<file path="src/rtl/spr_cmd_arbiter.sv">
// Round-robin arbiter between two requesters sharing one single-port RAM command port.
// Each accepted op becomes an address word (unless the shadow address matches) plus a data/go word.
module spr_cmd_arbiter #(
    parameter int ADDR_SIZE  = 8,
    parameter int ADDR_SKIP  = 1,
    parameter int TO_W       = 4,
    parameter int RD_TIMEOUT = 15
) (
    input  logic                 clk,
    input  logic                 rst,
    input  logic                 req0_valid,
    input  logic                 req0_rw,
    input  logic [ADDR_SIZE-1:0] req0_addr,
    input  logic [7:0]           req0_wdata,
    output logic                 req0_ready,
    output logic                 rsp0_valid,
    output logic [7:0]           rsp0_rdata,
    output logic                 rsp0_err,
    input  logic                 req1_valid,
    input  logic                 req1_rw,
    input  logic [ADDR_SIZE-1:0] req1_addr,
    input  logic [7:0]           req1_wdata,
    output logic                 req1_ready,
    output logic                 rsp1_valid,
    output logic [7:0]           rsp1_rdata,
    output logic                 rsp1_err,
    output logic                 ram_rx_valid,
    output logic [9:0]           ram_din,
    input  logic                 ram_tx_valid,
    input  logic [7:0]           ram_dout
);

    typedef enum logic [1:0] {S_IDLE, S_ADDR, S_DATA, S_RD_WAIT} state_t;

    localparam logic [TO_W-1:0] TO_LAST = TO_W'(RD_TIMEOUT - 1);
    localparam bit SKIP = (ADDR_SKIP != 0);

    state_t                 state_q, state_d;
    logic                   last_gnt_q, last_gnt_d;
    logic                   op_rw_q, op_rw_d;
    logic                   op_id_q, op_id_d;
    logic [ADDR_SIZE-1:0]   op_addr_q, op_addr_d;
    logic [7:0]             op_wdata_q, op_wdata_d;
    logic                   wr_sh_valid_q, wr_sh_valid_d;
    logic                   rd_sh_valid_q, rd_sh_valid_d;
    logic [ADDR_SIZE-1:0]   wr_sh_addr_q, wr_sh_addr_d;
    logic [ADDR_SIZE-1:0]   rd_sh_addr_q, rd_sh_addr_d;
    logic [TO_W-1:0]        timer_q, timer_d;
    logic [1:0]             rsp_valid_q, rsp_valid_d;
    logic [1:0]             rsp_err_q, rsp_err_d;
    logic [1:0][7:0]        rsp_rdata_q, rsp_rdata_d;

    logic [1:0]             ready_c;
    logic                   gnt_id;
    logic                   sel_rw;
    logic [ADDR_SIZE-1:0]   sel_addr;
    logic                   sel_hit;

    always_comb begin
        state_d       = state_q;
        last_gnt_d    = last_gnt_q;
        op_rw_d       = op_rw_q;
        op_id_d       = op_id_q;
        op_addr_d     = op_addr_q;
        op_wdata_d    = op_wdata_q;
        wr_sh_valid_d = wr_sh_valid_q;
        rd_sh_valid_d = rd_sh_valid_q;
        wr_sh_addr_d  = wr_sh_addr_q;
        rd_sh_addr_d  = rd_sh_addr_q;
        timer_d       = timer_q;
        rsp_valid_d   = 2'b00;
        rsp_err_d     = rsp_err_q;
        rsp_rdata_d   = rsp_rdata_q;
        ready_c       = 2'b00;
        ram_rx_valid  = 1'b0;
        ram_din       = 10'h000;

        // On a tie the requester that did not win last time gets the grant.
        gnt_id   = (req0_valid && req1_valid) ? ~last_gnt_q : req1_valid;
        sel_rw   = gnt_id ? req1_rw   : req0_rw;
        sel_addr = gnt_id ? req1_addr : req0_addr;
        sel_hit  = sel_rw ? (wr_sh_valid_q && (wr_sh_addr_q == sel_addr))
                          : (rd_sh_valid_q && (rd_sh_addr_q == sel_addr));

        case (state_q)
            S_IDLE: begin
                if (req0_valid || req1_valid) begin
                    ready_c[gnt_id] = 1'b1;
                    last_gnt_d      = gnt_id;
                    op_id_d         = gnt_id;
                    op_rw_d         = sel_rw;
                    op_addr_d       = sel_addr;
                    op_wdata_d      = gnt_id ? req1_wdata : req0_wdata;
                    state_d         = (SKIP && sel_hit) ? S_DATA : S_ADDR;
                end
            end
            S_ADDR: begin
                ram_rx_valid = 1'b1;
                ram_din      = {(op_rw_q ? 2'b00 : 2'b10), op_addr_q};
                if (op_rw_q) begin
                    wr_sh_valid_d = 1'b1;
                    wr_sh_addr_d  = op_addr_q;
                end else begin
                    rd_sh_valid_d = 1'b1;
                    rd_sh_addr_d  = op_addr_q;
                end
                state_d = S_DATA;
            end
            S_DATA: begin
                ram_rx_valid = 1'b1;
                ram_din      = op_rw_q ? {2'b01, op_wdata_q} : {2'b11, 8'h00};
                timer_d      = '0;
                state_d      = op_rw_q ? S_IDLE : S_RD_WAIT;
            end
            S_RD_WAIT: begin
                if (ram_tx_valid) begin
                    rsp_valid_d[op_id_q] = 1'b1;
                    rsp_err_d[op_id_q]   = 1'b0;
                    rsp_rdata_d[op_id_q] = ram_dout;
                    state_d              = S_IDLE;
                end else if (timer_q == TO_LAST) begin
                    // RAM state is unknown after an abort, so force both address words to be resent.
                    rsp_valid_d[op_id_q] = 1'b1;
                    rsp_err_d[op_id_q]   = 1'b1;
                    rsp_rdata_d[op_id_q] = 8'h00;
                    wr_sh_valid_d        = 1'b0;
                    rd_sh_valid_d        = 1'b0;
                    state_d              = S_IDLE;
                end else begin
                    timer_d = timer_q + 1'b1;
                end
            end
            default: state_d = S_IDLE;
        endcase
    end

    always_ff @(posedge clk or posedge rst) begin
        if (rst) begin
            state_q       <= S_IDLE;
            last_gnt_q    <= 1'b1;
            op_rw_q       <= 1'b0;
            op_id_q       <= 1'b0;
            op_addr_q     <= '0;
            op_wdata_q    <= 8'h00;
            wr_sh_valid_q <= 1'b0;
            rd_sh_valid_q <= 1'b0;
            wr_sh_addr_q  <= '0;
            rd_sh_addr_q  <= '0;
            timer_q       <= '0;
            rsp_valid_q   <= 2'b00;
            rsp_err_q     <= 2'b00;
            rsp_rdata_q   <= '0;
        end else begin
            state_q       <= state_d;
            last_gnt_q    <= last_gnt_d;
            op_rw_q       <= op_rw_d;
            op_id_q       <= op_id_d;
            op_addr_q     <= op_addr_d;
            op_wdata_q    <= op_wdata_d;
            wr_sh_valid_q <= wr_sh_valid_d;
            rd_sh_valid_q <= rd_sh_valid_d;
            wr_sh_addr_q  <= wr_sh_addr_d;
            rd_sh_addr_q  <= rd_sh_addr_d;
            timer_q       <= timer_d;
            rsp_valid_q   <= rsp_valid_d;
            rsp_err_q     <= rsp_err_d;
            rsp_rdata_q   <= rsp_rdata_d;
        end
    end

    assign req0_ready = ready_c[0] & ~rst;
    assign req1_ready = ready_c[1] & ~rst;
    assign rsp0_valid = rsp_valid_q[0];
    assign rsp1_valid = rsp_valid_q[1];
    assign rsp0_err   = rsp_err_q[0];
    assign rsp1_err   = rsp_err_q[1];
    assign rsp0_rdata = rsp_rdata_q[0];
    assign rsp1_rdata = rsp_rdata_q[1];

endmodule
</file>
<file path="config.mk">
export PLATFORM = sky130hd
export DESIGN_NAME = spr_cmd_arbiter
export DESIGN_NICKNAME = d
export VERILOG_FILES = /design/src/rtl/spr_cmd_arbiter.sv
export SDC_FILE = /design/constraint.sdc
export NUM_CORES = 1
export LEC_CHECK = 0
export ABC_AREA = 1
export CAP_MARGIN = 10
export CORE_MARGIN = 4
export CORE_UTILIZATION = 30
export DETAILED_ROUTE_END_ITERATION = 7
export SLEW_MARGIN = 10
export SYNTH_ARGS = -nofsm -noshare
export SYNTH_HDL_FRONTEND = slang
export SYNTH_SLANG_ARGS = --single-unit
</file>
<file path="constraint.sdc">
create_clock -name clk -period 2.1 [get_ports clk]
set_input_delay 0.315 -clock clk [delete_from_list [all_inputs] [get_ports clk]]
set_output_delay 0.315 -clock clk [all_outputs]
set_load 0.005 [all_outputs]
</file>
==> deck_impl_summary.md <==
Implementation Results

Layout
  – Post-route insts no fill: 685
  – Fin nets: 601

Clocking
  – CTS Hold Bufs: 0
  – Clk sink count: 63

Synth
  – Cell Type Count: 21
  – Syn_area_per_cell: 7.52 sq um
  – Synthesized Nets: 490
  – Commonest cells post-synth: 125 x nand2_1, 64 x o21ai_0, 62 x dfrtp_1
  – Ys flops: 63
  – Syn Inst Count: 435
  – Area share, top type: 47.5%
  – Synth Flop Type: dfrtp_1

Global routing
  – Initial antenna violation count: 0
  – Global-route wire length before repair: 15.3 mm

Final timing
  – Clock Skews: 0.00739 ns
  – Hold WS: 0.341 ns
  – Post-layout period usage: 97.5%
  – RSZ-0062 raised after global routing: true
  – Worst-Margin Slew: 0.546 ns
  – Setup violation total in the final timing report: 0
  – Final hold vios: 0
  – Min cycle time layout: 2.05 ns

Critical path
  – Crit path launch type: flop
  – Required time worst endpoint: 1.78 ns
  – Flop-to-flop setup slack: 0.23 ns
  – Reg2Reg Depth: 9
  – Worst EP arrival: 1.73 ns
  – Crit Path Max Fanout: 4
  – Setup crit end kind: output pin
  – Stages on worst setup path: 4
  – Slowest library cell on the worst path: clkdlybuf4s50_1

Run
  – Max-cap viol count: 0

Routing
  – Pre-Repair DR Iteration Count: 4
  – Drt drc: 0

Run status
  – Status: finished, final reports clean

Die
  – Core ar.: 0.0105 sq mm

Pwr
  – Overall Power: 5.59 mW
==> layer usage <==
layer,GRT usage (%),wire (um),vias to the layer above,part of all wire [%]
met5,0,0,-,0
met4,6.65,229,0,2.5
met3,6.25,847,19,9.4
met2,23.2,3980,94,44
met1,18.1,3980,1413,44
li1,-,-,1600,-
==> where the power goes <==
group          switching, mW  internal (mW)  total [mW]
Clock                  0.426          0.479       0.905
Combinational           1.36           1.24        2.60
Sequential             0.352           1.73        2.08
Total                   2.14           3.45        5.59
==> layout make-up <==
cell class | instances | area [sq um] | area share (%)
sequential | 63 | 1580 | 33.9
multi-input combinational | 297 | 1440 | 31.0
timing repair buffer | 113 | 1060 | 22.8
inverter | 62 | 238 | 5.11
tap | 136 | 170 | 3.66
clock buffer | 13 | 159 | 3.41
clock inverter | 1 | 5.00 | 0.108
==> logic make-up after synthesis <==
kind of cell / after synthesis / share of synthesized area (%)
adders and majority gates: 8 / 3.06
DFF: 63 / 48.3
xor gates and xnor gates: 2 / 0.536
buffers and inverters: 75 / 9.03
and+or+nand+nor: 206 / 26.6
AOI/OAI and AO/OA: 81 / 12.6
==> repair_timing <==
action,in CTS,in global routing
endpoints found under the setup margin,11,7
buffers inserted,2,0
gates resized,25,9
pin swaps,2,1
==> sequential cells by signal, indices dropped and copies added, names as in the netlist, named ones only <==
register	cells
state_q	2
last_gnt_q	1
rd_sh_valid_q	1
rsp_valid_q	2
rsp1_rdata	8
op_addr_q	8
timer_q	4
wr_sh_valid_q	1
op_wdata_q	8
rsp0_rdata	8
op_rw_q	1
wr_sh_addr_q	8
rd_sh_addr_q	8
op_id_q	1
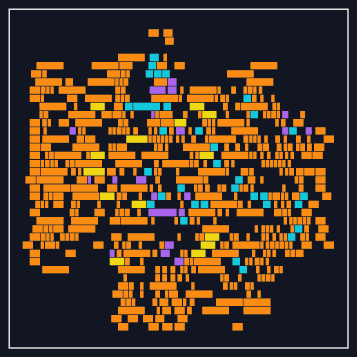
*Cell sizes after repair*
Drawn at 3 px/um.
- orange: _0 and _1 cells (cells 482; most used nand2_1)
- purple: _2 cells (cells 20)
- cyan: _3 and _4 cells (cells 33; most used buf_4)
- yellow: _6 and larger (cells 14; most used clkbuf_8)
PnR worst setup slack: 0.0522 ns
Design Area, Final: 0.00465 sq mm

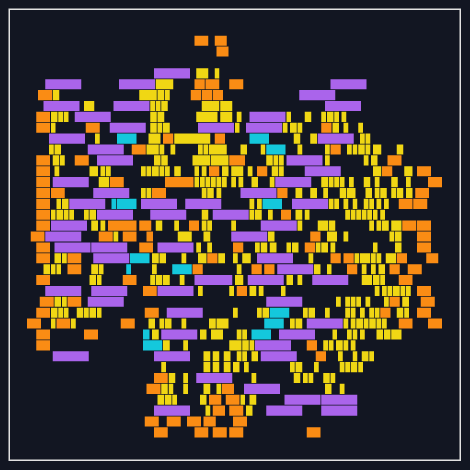
*Cell classes on the final placement*
Drawn at 4 px/um.
- yellow: combinational and other logic (cells 359; share of their area 38%)
- cyan: clock drivers and dummy loads (cells 14; share of their area 3.7%)
- purple: flops (cells 63; share of their area 35%)
- orange: other buffers and delay cells (cells 113; share of their area 24%)

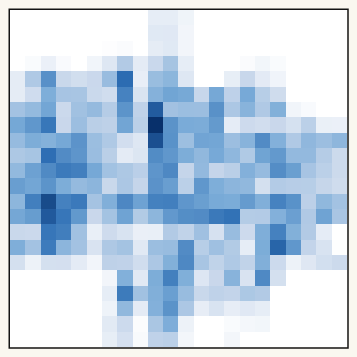
*Wire density map*
Drawn at 3 px/um. 22 x 22 tiles, from white (low) to dark blue (high), scaled to the fullest tile. Values are wire area over tile area, all layers added.
- tiles over half the peak: 18%
- fullest tile: 0.46
- mean over tiles: 0.12
- nearly empty tiles: 29%
- emptiest ninth of the die: north-east
Post-Route WL: 9.03 mm
all-layer global routing usage: 14.9%
total number of vias: 3126
routed len/inst: 13.2 um

Power and IR drop assume default switching activity.
